**src/rtl/machine_timer_unit.sv**
```systemverilog
// Machine timer: free-running 64-bit mtime behind a prescaler, mtimecmp level
// interrupt, and a single-outstanding request/response register port.
module machine_timer_unit #(
  parameter int          PRESCALE_W = 8,
  parameter logic [63:0] CMP_RESET  = 64'hFFFF_FFFF_FFFF_FFFF
) (
  input  logic        clk,
  input  logic        reset,
  input  logic        enable,
  input  logic        req_valid,
  output logic        req_ready,
  input  logic        req_write,
  input  logic [4:0]  req_addr,
  input  logic [31:0] req_wdata,
  output logic        rsp_valid,
  input  logic        rsp_ready,
  output logic [31:0] rsp_rdata,
  output logic        rsp_err,
  output logic        timer_timeout
);
  localparam logic [4:0] A_MTIME_LO = 5'h00;
  localparam logic [4:0] A_MTIME_HI = 5'h04;
  localparam logic [4:0] A_CMP_LO   = 5'h08;
  localparam logic [4:0] A_CMP_HI   = 5'h0C;
  localparam logic [4:0] A_CTRL     = 5'h10;

  logic [63:0]           r_mtime;
  logic [63:0]           r_mtimecmp;
  logic [PRESCALE_W-1:0] r_prescale;
  logic [PRESCALE_W-1:0] r_pcnt;
  logic                  r_count_en;
  logic                  r_rsp_valid;
  logic [31:0]           r_rsp_rdata;
  logic                  r_rsp_err;
  logic                  r_timeout;

  logic                  w_accept;
  logic                  w_addr_ok;
  logic                  w_wr;
  logic                  w_run;
  logic                  w_tick;
  logic [31:0]           w_rdata;
  logic [63:0]           w_mtime_nxt;
  logic [63:0]           w_mtimecmp_nxt;
  logic [PRESCALE_W-1:0] w_pcnt_nxt;

  assign req_ready     = !r_rsp_valid || rsp_ready;
  assign w_accept      = req_valid && req_ready;
  assign w_wr          = w_accept && req_write && w_addr_ok;
  assign w_run         = enable && r_count_en;
  assign w_tick        = w_run && (r_pcnt == r_prescale);

  assign rsp_valid     = r_rsp_valid;
  assign rsp_rdata     = r_rsp_rdata;
  assign rsp_err       = r_rsp_err;
  assign timer_timeout = r_timeout;

  always_comb begin
    w_addr_ok = 1'b1;
    w_rdata   = '0;
    case (req_addr)
      A_MTIME_LO: w_rdata = r_mtime[31:0];
      A_MTIME_HI: w_rdata = r_mtime[63:32];
      A_CMP_LO:   w_rdata = r_mtimecmp[31:0];
      A_CMP_HI:   w_rdata = r_mtimecmp[63:32];
      A_CTRL:     w_rdata = (32'(r_prescale) << 8) | {31'b0, r_count_en};
      default:    w_addr_ok = 1'b0;
    endcase
  end

  // A bus write to either mtime half replaces that cycle's increment entirely.
  always_comb begin
    w_mtime_nxt    = w_tick ? (r_mtime + 64'd1) : r_mtime;
    w_mtimecmp_nxt = r_mtimecmp;
    w_pcnt_nxt     = r_pcnt;
    if (w_run) begin
      w_pcnt_nxt = w_tick ? '0 : (r_pcnt + PRESCALE_W'(1));
    end
    if (w_wr) begin
      case (req_addr)
        A_MTIME_LO: w_mtime_nxt    = {r_mtime[63:32], req_wdata};
        A_MTIME_HI: w_mtime_nxt    = {req_wdata, r_mtime[31:0]};
        A_CMP_LO:   w_mtimecmp_nxt = {r_mtimecmp[63:32], req_wdata};
        A_CMP_HI:   w_mtimecmp_nxt = {req_wdata, r_mtimecmp[31:0]};
        A_CTRL:     w_pcnt_nxt     = '0;
        default:    ;
      endcase
    end
  end

  always_ff @(posedge clk) begin
    if (reset) begin
      r_mtime     <= '0;
      r_mtimecmp  <= CMP_RESET;
      r_prescale  <= '0;
      r_count_en  <= 1'b1;
      r_pcnt      <= '0;
      r_rsp_valid <= 1'b0;
      r_rsp_rdata <= '0;
      r_rsp_err   <= 1'b0;
      r_timeout   <= 1'b0;
    end else begin
      r_mtime    <= w_mtime_nxt;
      r_mtimecmp <= w_mtimecmp_nxt;
      r_pcnt     <= w_pcnt_nxt;
      r_timeout  <= (w_mtime_nxt >= w_mtimecmp_nxt);
      if (w_wr && (req_addr == A_CTRL)) begin
        r_prescale <= req_wdata[8 +: PRESCALE_W];
        r_count_en <= req_wdata[0];
      end
      // Response holds until consumed; a new accept may replace it in the same cycle.
      if (w_accept) begin
        r_rsp_valid <= 1'b1;
        r_rsp_rdata <= req_write ? 32'h0 : w_rdata;
        r_rsp_err   <= !w_addr_ok;
      end else if (rsp_ready) begin
        r_rsp_valid <= 1'b0;
      end
    end
  end
endmodule

```
**config.mk**
```make
export PLATFORM = sky130hd
export DESIGN_NAME = machine_timer_unit
export DESIGN_NICKNAME = d
export VERILOG_FILES = /design/src/rtl/machine_timer_unit.sv
export SDC_FILE = /design/constraint.sdc
export NUM_CORES = 1
export LEC_CHECK = 0
export ABC_CLOCK_PERIOD_IN_PS = 14500
export CORE_AREA = 2 2 193 243
export DETAILED_ROUTE_END_ITERATION = 12
export DIE_AREA = 0 0 195 245
export DONT_BUFFER_PORTS = 1
export PLACE_DENSITY = 0.43
export SYNTH_ARGS = -nofsm -noshare
export SYNTH_HDL_FRONTEND = slang
export SYNTH_SLANG_ARGS = --single-unit
```
**constraint.sdc**
```tcl
create_clock -name clk -period 14.5 [get_ports clk]
set_clock_uncertainty 0.05 [all_clocks]
set_input_delay 4.35 -clock clk [delete_from_list [all_inputs] [get_ports clk]]
set_output_delay 4.35 -clock clk [all_outputs]
set_load 0.1 [all_outputs]
```
==> Slide: Implementation Results, run 1 <==
Physical Implementation Snapshot

Timing
  • Share of the cycle needed by the critical path after routing: 63.9%
  • Relative slew margins: 24.7%
  • Final hold vios: 0
  • Setup violators final: 0
  • Peak Freq: 108 MHz

Cells and area
  • Most used logic cell in the final layout: dfxtp_1
  • Share of layout cells above drive strength 1: 7.47%
  • Diode count: 0
  • Cell Count, Final, Fillers Out: 1871
  • Final Cell Area: 12400 µm²
  • Layout Nets: 1382
  • Synth-to-Final Area Change: 10.0%

Power and ir drop
  • P_comb: 0.0509 mW
  • Max VDD drop: roughly 74 µV
  • Tot Pwr: 1.05 mW
  • P_int: 0.782 mW
  • Pwr top: registers
  • Combinational share of power: 4.9%

Logic synthesis
  • Syn Inst Count: 1324
  • Top logic family: simple AND/OR/NAND/NOR gates
  • XOR Share, Synth: 1.48%
  • Yosys simple share: between 20% and 30%
  • Top FF cell, synth: dfxtp_1
  • Avg Inst Size Synth: 8.49 µm²
  • Yosys cell count: around 1300
  • Synthesized area: 11200 µm²
  • Nets at Floorplan: 1433

Worst setup path
  • Critical path's top delay family: buffers and inverters
  • Critical path launch point type: input port
  • CP cell instances: nand2b_1, buf_4
  • Crit Path Category: in2out
  • FF-to-FF path depth: 13
  • WP depth: 2
  • CP max stage delay: ~340 ps

Die
  • Die area: approximately 48000 µm²

Routing
  • Met1 Wirelength: ~18 mm
  • Met2 WL: between 20 and 25 mm

Outcome
  • Status: finished, final reports clean

Clocking
  • Num CTS Buffers: 17
  • Post-CTS Resized: 0

Flow run
  • OpenROAD warning count: 28

Hold path
  • Hold Path Depth: 2
  • Worst hold path type: reg2reg
  • Min-Delay Startpoint: r_prescale[1]$_SDFFE_PP0P_

Global route
  • Grt total ovfl: 0
  • Largest net degree at the start of global routing: roughly 170
  • Met1 usage: 21.9%

Placement
  • IO Port Bufs: 0
  • Post-DP HPWL: 30.2 mm
[run 1: synth_stat cells, types with 4 or more instances]
| master | n | area [µm²] |
|---|---|---|
| a211oi_1 | 16 | 120 |
| a21o_1 | 13 | 97.6 |
| a21oi_1 | 71 | 355 |
| a221o_1 | 10 | 100 |
| a22oi_1 | 47 | 353 |
| a31oi_1 | 20 | 125 |
| and2_0 | 6 | 37.5 |
| and2_1 | 9 | 56.3 |
| and3_1 | 15 | 93.8 |
| and4_1 | 9 | 78.8 |
| buf_1 | 7 | 26.3 |
| buf_2 | 19 | 95.1 |
| clkbuf_1 | 61 | 229 |
| dfxtp_1 | 180 | 3600 |
| ha_1 | 66 | 826 |
| inv_1 | 13 | 48.8 |
| mux2i_1 | 78 | 781 |
| mux4_2 | 23 | 518 |
| nand2_1 | 131 | 492 |
| nand2b_1 | 65 | 407 |
| nand3_1 | 46 | 230 |
| nand4_1 | 37 | 231 |
| nand4b_1 | 5 | 43.8 |
| nor2_1 | 94 | 353 |
| nor2b_1 | 28 | 175 |
| nor3_1 | 40 | 200 |
| nor3_2 | 4 | 40.0 |
| nor3b_1 | 4 | 30.0 |
| nor4_1 | 17 | 106 |
| nor4_2 | 4 | 50.1 |
| o211ai_1 | 8 | 60.1 |
| o21ai_0 | 48 | 240 |
| o21ai_1 | 20 | 100 |
| o22ai_1 | 5 | 31.3 |
| o311ai_0 | 5 | 43.8 |
| o311ai_1 | 19 | 166 |
| o31ai_1 | 4 | 30.0 |
| or3_1 | 12 | 75.1 |
| xor2_1 | 17 | 149 |
[run 1: area by class of cell]
class	count	area, µm²
fill	4987	33200
multi-input combinational	1043	7250
sequential	180	3600
tap	585	732
clock buffer	19	443
clock inverter	13	148
timing repair buffer	18	135
inverter	13	48.8
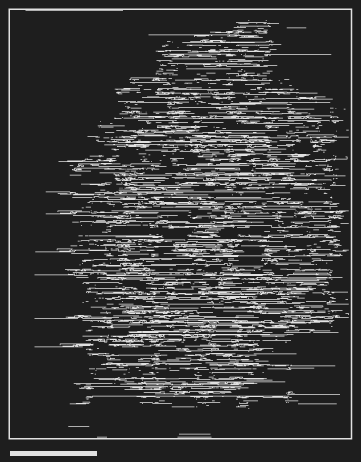
run_1/met1.png
Bar = 50 µm.
longest straight run: 82.8 µm
main direction: horizontal
Via Count: 10200
Post-Route WL: 42.7 mm

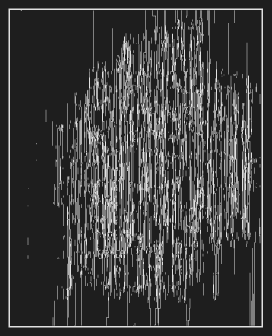
run_1/met2.png
main direction: vertical
share of all routed wire: 49%
grt met2 use: 30.9%

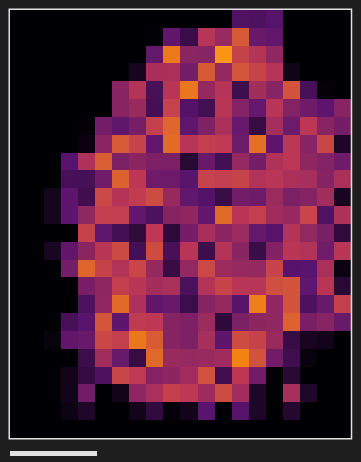
run_1/density.png
Bar = 50 µm. The die is cut into 20 by 24 equal tiles; black is low, pale yellow is high, 0 to 100% covered.
emptiest ninth of the die: top left
tiles over 75% full: 0.20%
mean over tiles: 24%
fullest tile: 77%
FP Core Util: 24.6%
Core ar.: 45600 µm²
Final Core Density: 27.1%

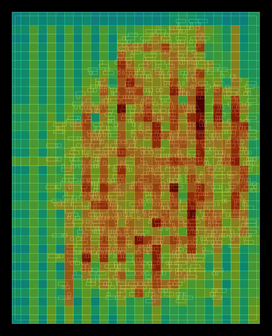
run_1/final_congestion.png
met3 GRT Util: 3.67%
WL per Instance: 22.8 µm
Most Used Layer, Global Route: met2
Total GRT Usage: 18.0%

==> run 2, diff against run 1 <==
--- a/config.mk
+++ b/config.mk
@@ -5,12 +5,12 @@
 export SDC_FILE = /design/constraint.sdc
 export NUM_CORES = 1
 export LEC_CHECK = 0
-export ABC_CLOCK_PERIOD_IN_PS = 14500
+export ABC_CLOCK_PERIOD_IN_PS = 8500
 export CORE_AREA = 2 2 193 243
 export DETAILED_ROUTE_END_ITERATION = 12
 export DIE_AREA = 0 0 195 245
 export DONT_BUFFER_PORTS = 1
-export PLACE_DENSITY = 0.43
+export PLACE_DENSITY = 0.44
 export SYNTH_ARGS = -nofsm -noshare
 export SYNTH_HDL_FRONTEND = slang
 export SYNTH_SLANG_ARGS = --single-unit
==> constraint.sdc (replaced) <==
create_clock -name clk -period 8.5 [get_ports clk]
set_clock_uncertainty 0.05 [all_clocks]
set_input_delay 2.55 -clock clk [delete_from_list [all_inputs] [get_ports clk]]
set_output_delay 2.55 -clock clk [all_outputs]
set_load 0.1 [all_outputs]
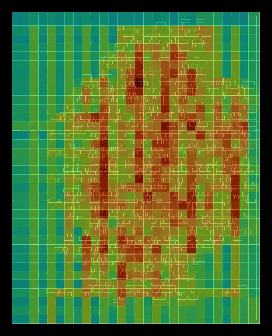
run_2/final_congestion.png
WL per Instance: 23.1 µm
met3 GRT Util: 3.72%
Final Core Density: 27.3%

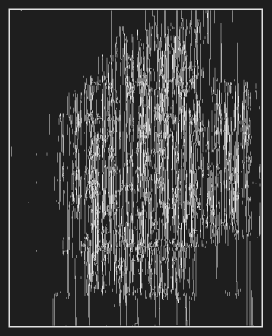
run_2/met2.png
wire length on this layer: 21.1 mm
longest straight run: 100 µm
Via Count: 10200
Post-Route WL: 43.4 mm
grt met2 use: 31.0%

==> Slide: Implementation Results, run 2 <==
Physical Implementation Snapshot

Cells and area
  • Final Cell Area: 12400 µm² (+0.70%)
  • Layout Nets: 1389 (+0.51%)
  • Diode count: 0 (unchanged)
  • Share of layout cells above drive strength 1: 7.82% (+0.35 points)
  • Synth-to-Final Area Change: 10.8%
  • Cell Count, Final, Fillers Out: 1877 (+0.32%)
  • Most used logic cell in the final layout: dfxtp_1

Timing
  • Share of the cycle needed by the critical path after routing: 75.4%
  • Relative slew margins: 29.5% (+4.7 points)
  • Peak Freq: 156 MHz
  • RSZ-0062 raised after global routing: false
  • Period minus WS final: around 6400 ps
  • Setup violators final: 0 (unchanged)
  • Final hold vios: 0 (unchanged)

Placement
  • Post-DP HPWL: 31.4 mm (+4.1%)
  • Pre-CTS setup slack: 1610 ps
  • IO Port Bufs: 0 (unchanged)

Hold path
  • Worst hold path type: reg2reg
  • Hold Path Depth: 2 (unchanged)

Worst setup path
  • FF-to-FF path depth: 14 (+1)
  • Critical path's top delay family: AND-OR/OR-AND gates
  • Critical path launch point type: input port
  • CP max stage delay: 730 ps (+390 ps)
  • Setup crit end kind: register
  • Crit Path Category: in2reg
  • CP cell instances: nor4_1, and4_2, buf_4, nor3_1, nor3b_1, a211o_1, ha_1, a21oi_1, o21ai_0, a21oi_1, nor2_1, a2111oi_0, o21ai_0, a41o_1
  • CP startpoint: req_addr[1]
  • WP depth: 14 (+12)
  • Slowest CP cell: a2111oi_0

Flow run
  • OpenROAD warning count: 28 (unchanged)

Logic synthesis
  • Area reported by Yosys stat: 11200 µm²
  • Top-area cell share: 32.1% (unchanged)
  • Most common library cells after synthesis: 180 x dfxtp_1, 131 x nand2_1, 94 x nor2_1, 78 x mux2i_1, 71 x a21oi_1
  • Top FF cell, synth: dfxtp_1
  • Leading area contributor after synthesis: dfxtp_1
  • Seq cells post-synth: 180
  • Seq/Total Area, Yosys: 32.1%
  • Yosys cell count: 1324 (unchanged)
  • Nets at Floorplan: 1433 (unchanged)
  • Top cells, area: dfxtp_1 32%, ha_1 7.3%, mux2i_1 6.9%, mux4_2 4.6%, nand2_1 4.4%
  • EDFF count, synth: 0
  • Synthesized area: 11200 µm² (unchanged)
  • Avg Inst Size Synth: 8.49 µm² (unchanged)
  • Ys async rst share: 0%
  • Syn Inst Count: 1324 (unchanged)
  • Most numerous cell in the Yosys netlist: dfxtp_1

Clocking
  • Post CTS Setup Buffer Count: 0
  • Post-CTS Resized: 0 (unchanged)
  • Sink Count: 180
  • Hold Buf Count CTS: 0
  • Num CTS Buffers: 17 (unchanged)

Outcome
  • Status: finished, final reports clean

Routing
  • Antenna-violating nets left: 0
  • Drt first pass iters: 5

Power and ir drop
  • P_int: 1.39 mW (+77%)
  • Combinational share of power: 4.8% (about the same)
  • P_comb: 0.0879 mW (+73%)
  • Pleak: 4.46 nW
  • Tot Pwr: 1.85 mW (+77%)
  • Pwr top: clock
  • Max VDD drop: 135 µV (+81%)

Global route
  • Vias in the first global route: 9872
  • Total GRT Usage: 18.1% (+0.037 points)
  • Initial antenna violation count: 0
  • Largest net degree at the start of global routing: 168 (unchanged)
  • Grt total ovfl: 0 (unchanged)

Die
  • Core ar.: 45600 µm² (unchanged)
  • Total I/O pin count: 79
  • Die Wd: 195 µm
  • FP Core Util: 24.6% (unchanged)
  • Die area: 47800 µm² (unchanged)
[run 2: final cells by class]
class	instances	area, µm²
tap	585	732
sequential	180	3600
inverter	13	48.8
clock inverter	12	191
multi-input combinational	1043	7250
fill	4909	33100
timing repair buffer	25	188
clock buffer	19	433
[run 2: cells by family after synthesis]
kind of cell	count (synthesis)	share of synthesized area, %
buf+inv	101	3.62
fa+ha+maj	66	7.35
compound gates	313	18.3
xor+xnor	19	1.48
mux	104	11.9
flops	180	32.1
simple gates	541	25.3
[run 2: layer usage]
layer,track usage (%),vias up,part of all wire (%)
met5,0,-,0
met4,7.50,0,3.4
met3,3.72,65,6.1
met2,31.0,340,48
met1,21.9,4924,42
li1,-,4867,-
[run 2: worst min path at each step]
| stage | slack [ps] | startpoint | endpoint |
|---|---|---|---|
| finish | 440 | r_prescale[1]$_SDFFE_PP0P_ | r_prescale[1]$_SDFFE_PP0P_ |
| global route | 470 | r_prescale[1]$_SDFFE_PP0P_ | r_prescale[1]$_SDFFE_PP0P_ |
| CTS | 440 | r_prescale[1]$_SDFFE_PP0P_ | r_prescale[1]$_SDFFE_PP0P_ |
| detailed placement | 430 | r_prescale[0]$_SDFFE_PP0P_ | r_prescale[0]$_SDFFE_PP0P_ |
| global placement | 420 | r_prescale[1]$_SDFFE_PP0P_ | r_prescale[1]$_SDFFE_PP0P_ |
| floorplan | 410 | r_prescale[0]$_SDFFE_PP0P_ | r_prescale[0]$_SDFFE_PP0P_ |
[run 2: through the flow]
stage | util, % | hold slack [ps]
finish | 27.3 | 444
global route | 27.3 | 466
CTS | 27.3 | 442
detailed placement | 25.9 | 426
global placement | 25.9 | 419
floorplan | - | 411
Power is estimated from default activity; no workload was simulated.
